### Clock wiring as the flow saved it, run 1

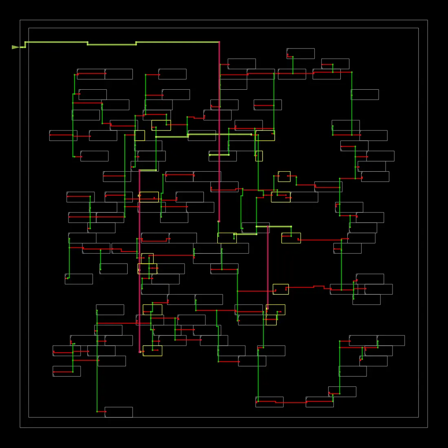
### Gate-type map, run 1

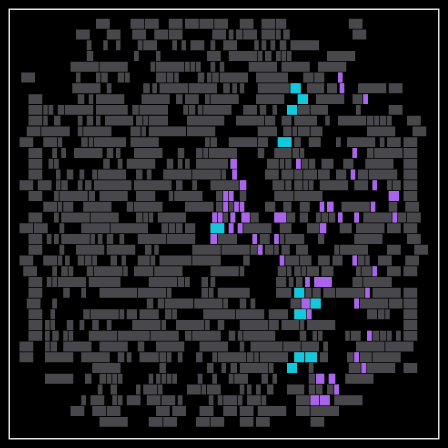
### Zoomed window, run 1

Bar = 5 µm. Window x 44 to 64, y 66 to 86 µm. Cells in grey, sequential cells in the stronger grey; small squares are vias.
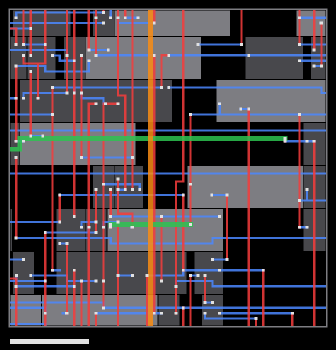
Design sprite_draw_engine, sky130hd; sources not shown.
==> flow_summary.yaml, run 1 <==
# generated from flow reports
global_routing:
  antenna_found_initial: 0
  grtUsageMet3_pct: 3.56
  grt_use_met1_pct: 26.0
  grt.busiest_layer: "met2"
  met2_usage_pct: 33.5
synthesis:
  fp_nets: 662
  yosys_area_mm2: 0.00478
  top_cells_by_area: "dfxtp_1 (45%), nand2_1 (14%), a21oi_1 (9.8%)"
  most_common_cell: "nand2_1"
  ff_type: "dfxtp_1"
  yosysTopAreaCell: "dfxtp_1"
  numSynthFlops: 107
  synth_seq_share_pct: 44.8
routing:
  drt-total-wl_mm: 11.3
  vias: 4204
  routed_via_density: 5.17
  route.detailed.drc: 0
  ant_nets: 0
  maxUsedRoutingLayer: "met4"
  drt_pass1_iterations: 4
  met1_length_mm: 5.22
die:
  core.rowCount: 38
  fp.dieW_um: 108
  io_pins: 115
  coreArea_mm2: 0.0107
cts:
  cts_tree: "yes"
  clk_latency_ns: 0.37
  clk_pin_slew_worst_paths_ns: 0.10
  cts_hold_buf: 0
power:
  comb-power_w: 0.000615
  p_int_w: 0.00191
worst_hold_path:
  hold_depth: 2
placement:
  pre_cts_ws_ns: 0.618
  dp_hpwl_mm: 8.50
setup_path:
  cpPeakStageDelay_ns: 0.56
  critPathLaunchType: "flip-flop"
  crit_buf_inv: 1
  worstSetupPathType: "reg2reg"
  cp_top_family: "AND-OR/OR-AND gates"
  crit_required_ns: 3.80
flow_run:
  drv_cap: 0
timing:
  worst_slew_pin_slew_ns: 0.747
  relSlewSlack_pct: 50.0
  fin_ws_ns: 0.560
  setup_tns_ns: 0
status:
  status: "complete, no violations"
layout:
  antenna_cells: 0
  utilization_pct: 58.1
  nNetsFinal: 759
Back to the opening pictures, 'Clock wiring as the flow saved it':
Num CTS Buffers: 9
CTS sink cnt: 107

Back to the opening pictures, 'Gate-type map':
Key: cyan = non-inverting ao/oa cells [cells 11]; purple = nor cells [cells 51]
Layout Cells excl Fill: 813
most frequent logic cell in the layout: nand2_1
combinational fraction of the cell area: 39.6%

Back to the opening pictures, 'Zoomed window':
Key: green = M3; blue = M1; orange = M4; red = M2
26 logic cells have their middle in the window. Sequential cells in the window: 7. Most frequent: nand2_1 (7), dfxtp_1 (7), a21oi_1 (4).

[run 1: cell type report]
type / count / area [µm²]
clock buffers: 10 / 138
multi-input cells: 418 / 2460
well taps: 140 / 175
flip-flops and latches: 107 / 2140
clock inverters: 6 / 48.8
inverters: 9 / 33.8
fillers: 1008 / 4480
repair buffers: 123 / 1220
[run 1: cells by family after synthesis]
logic type	share of synthesized area [%]
and+or+nand+nor	20.8
AOI/OAI and AO/OA	15.9
xor gates and xnor gates	2.57
adders and majority gates	2.67
DFF	44.8
muxes	9.37
buffers and inverters	3.82
[run 1: stage by stage]
step	power (W)	cell area [µm²]	hold WS [ns]
after floorplan	0.00178	4780	0.432
after global placement	0.00202	6010	0.438
after detailed placement	0.00204	6010	0.444
after CTS	0.00276	6200	0.459
after global routing	0.00289	6220	0.329
final	0.00273	6220	0.323
==> inputs of run 2 (changes only) <==
==> constraint.sdc (replaced) <==
create_clock -name i_clk -period 2.9 [get_ports i_clk]
set_input_delay 0.29 -clock i_clk [delete_from_list [all_inputs] [get_ports i_clk]]
set_output_delay 0.29 -clock i_clk [all_outputs]
set_load 0.01 [all_outputs]
### Clock wiring as the flow saved it, run 2

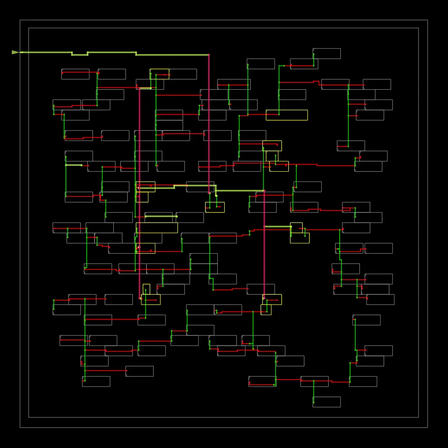
Clock buffer cells: 9
Latency at later pin: 0.36 ns
Clk. pwr: 0.00101 W

### Gate-type map, run 2

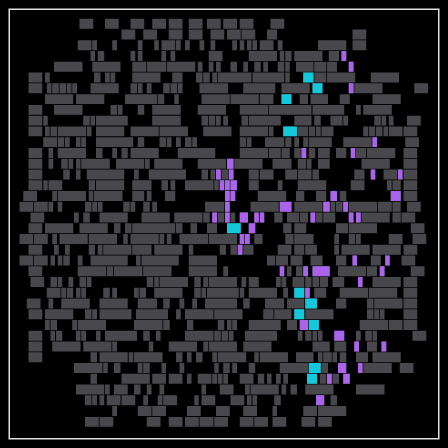
Key: cyan = non-inverting ao/oa cells [cells 11]; purple = nor cells [cells 51]
combinational fraction of the cell area: 39.3%
Layout Cells excl Fill: 812

==> run 2 against run 1 <==
  * Via count fell by 0.36%
  * Clock skew fell by 0.00078 ns
  * Die size did not move
  * Wire length fell by 2.3%
  * Count of clock-buffer cells in the layout fell by 1
  * Sequential power rose by about 20%
==> flow_summary.yaml, run 2 <==
# generated from flow reports
global_routing:
  grt_start_max_net_pins: 60
  grt-ovfl-total: 0
  grt_pass1_vias: 3812
  grt_pass1_wl_mm: 17.8
  track_usage_pct: 20.0
  antenna_found_initial: 0
power:
  comb-power_w: 0.000741
  power-top-group: "registers"
  p_seq_w: 0.00168
  p_switching_w: 0.000979
  swShare_pct: 28.5
  p_int_w: 0.00245
  power_frac_clock_pct: 29.4
status:
  status: "complete, no violations"
routing:
  drt-total-wl_mm: 11.1
  ant_nets: 0
  drtIter0Drc: 136
  route.detailed.drc: 0
  vias: 4189
  routed_via_density: 5.16
  drt_pass1_iterations: 4
timing:
  drv_slew: 0
  fin_ws_ns: 0.163
  finalCritPeriodShare_pct: 94.4
  rsz0062_at_grt: "false"
  hold_ws_ns: 0.420
  setup_tns_ns: 0
  post-route-min-period_ns: 2.74
  worst_slew_pin_slew_ns: 0.722
  relSlewSlack_pct: 51.7
layout:
  final_area_mm2: 0.00626
  antenna_cells: 0
  utilization_pct: 58.5
  nNetsFinal: 758
  area_growth_syn_to_layout_pct: 31.1
  final.fill_count: 1008
  layout.cells.most_common: "nand2_1"
placement:
  pre_cts_ws_ns: 0.173
  placed_cell_area_mm2: 0.00604
  port_buffers: 114
  dp_hpwl_mm: 8.36
setup_path:
  cp_top_family: "AND-OR/OR-AND gates"
  cp_cell_sequence: "mux4_2, ha_1, fa_2, a21o_1, a211oi_1, o211a_1, a21oi_1, or3b_1, a31oi_1"
  crit_buf_inv: 0
  worstSetupPathType: "reg2reg"
  critPathCaptureType: "flip-flop"
  crit_required_ns: 3.19
  cpPeakStageDelay_ns: 0.52
  critPathArrivalTime_ns: 3.03
  critPathLaunchType: "flip-flop"
  path_depth: 9
synthesis:
  synthArstFlopShare_pct: 0
  synthTopLogicFamily: "simple AND/OR/NAND/NOR gates"
  fp_nets: 662
  synth_seq_share_pct: 44.8
  yosysTopAreaCell: "dfxtp_1"
  compound_area_share_pct: 15.9
  most_common_cell: "nand2_1"
  numSynthFlops: 107
  synthDominantCellAreaShare_pct: 44.8
  top_cells_by_area: "dfxtp_1 (45%), nand2_1 (14%), a21oi_1 (9.8%)"
  adder_share_pct: 2.67
  yosys_area_mm2: 0.00478
  ff_type: "dfxtp_1"
  ys_types: 41
  yosys-mux-area-fraction_pct: 9.37
  xor_share_pct: 2.57
  yosys.area_share.simple_pct: 20.8
  edf_count: 0
cts:
  clk_pin_slew_worst_paths_ns: 0.10
  cts_hold_buf: 0
  cts-buffers-inserted: 9
  cts_tree: "yes"
  cts_root_buf: "clkbuf_8"
  cts_buffer_depth: 2
  clkSinkCount: 107
die:
  coreArea_mm2: 0.0107
  fp.dieW_um: 108
  core.rowCount: 38
  die_y_um: 108
  io_pins: 115
flow_run:
  drv_cap: 0
worst_hold_path:
  hold_path.class: "in2reg"
  hold_depth: 2
## run 2: metal layers
metal	up-vias	global-route usage, %	wire, µm
li1	2134	-	-
met1	1930	26.0	5160
met2	116	32.6	5250
met3	9	2.53	542
met4	0	6.23	121
met5	-	-	0
## run 2: cell type report
class | instances | area (µm²) | area share (%)
clock buffers | 9 | 124 | 1.98
clock inverters | 7 | 98.8 | 1.58
inverters | 9 | 33.8 | 0.539
multi-input cells | 418 | 2460 | 39.3
flip-flops and latches | 107 | 2150 | 34.3
well taps | 140 | 175 | 2.80
repair buffers | 122 | 1220 | 19.5
## run 2: per-stage QoR
step                instances  total power [W]
floorplan                 571          0.00215
global placement          796          0.00245
detailed placement        796          0.00247
CTS                       812          0.00347
global route              812          0.00362
finish                    812          0.00343
Power and IR drop assume default switching activity.
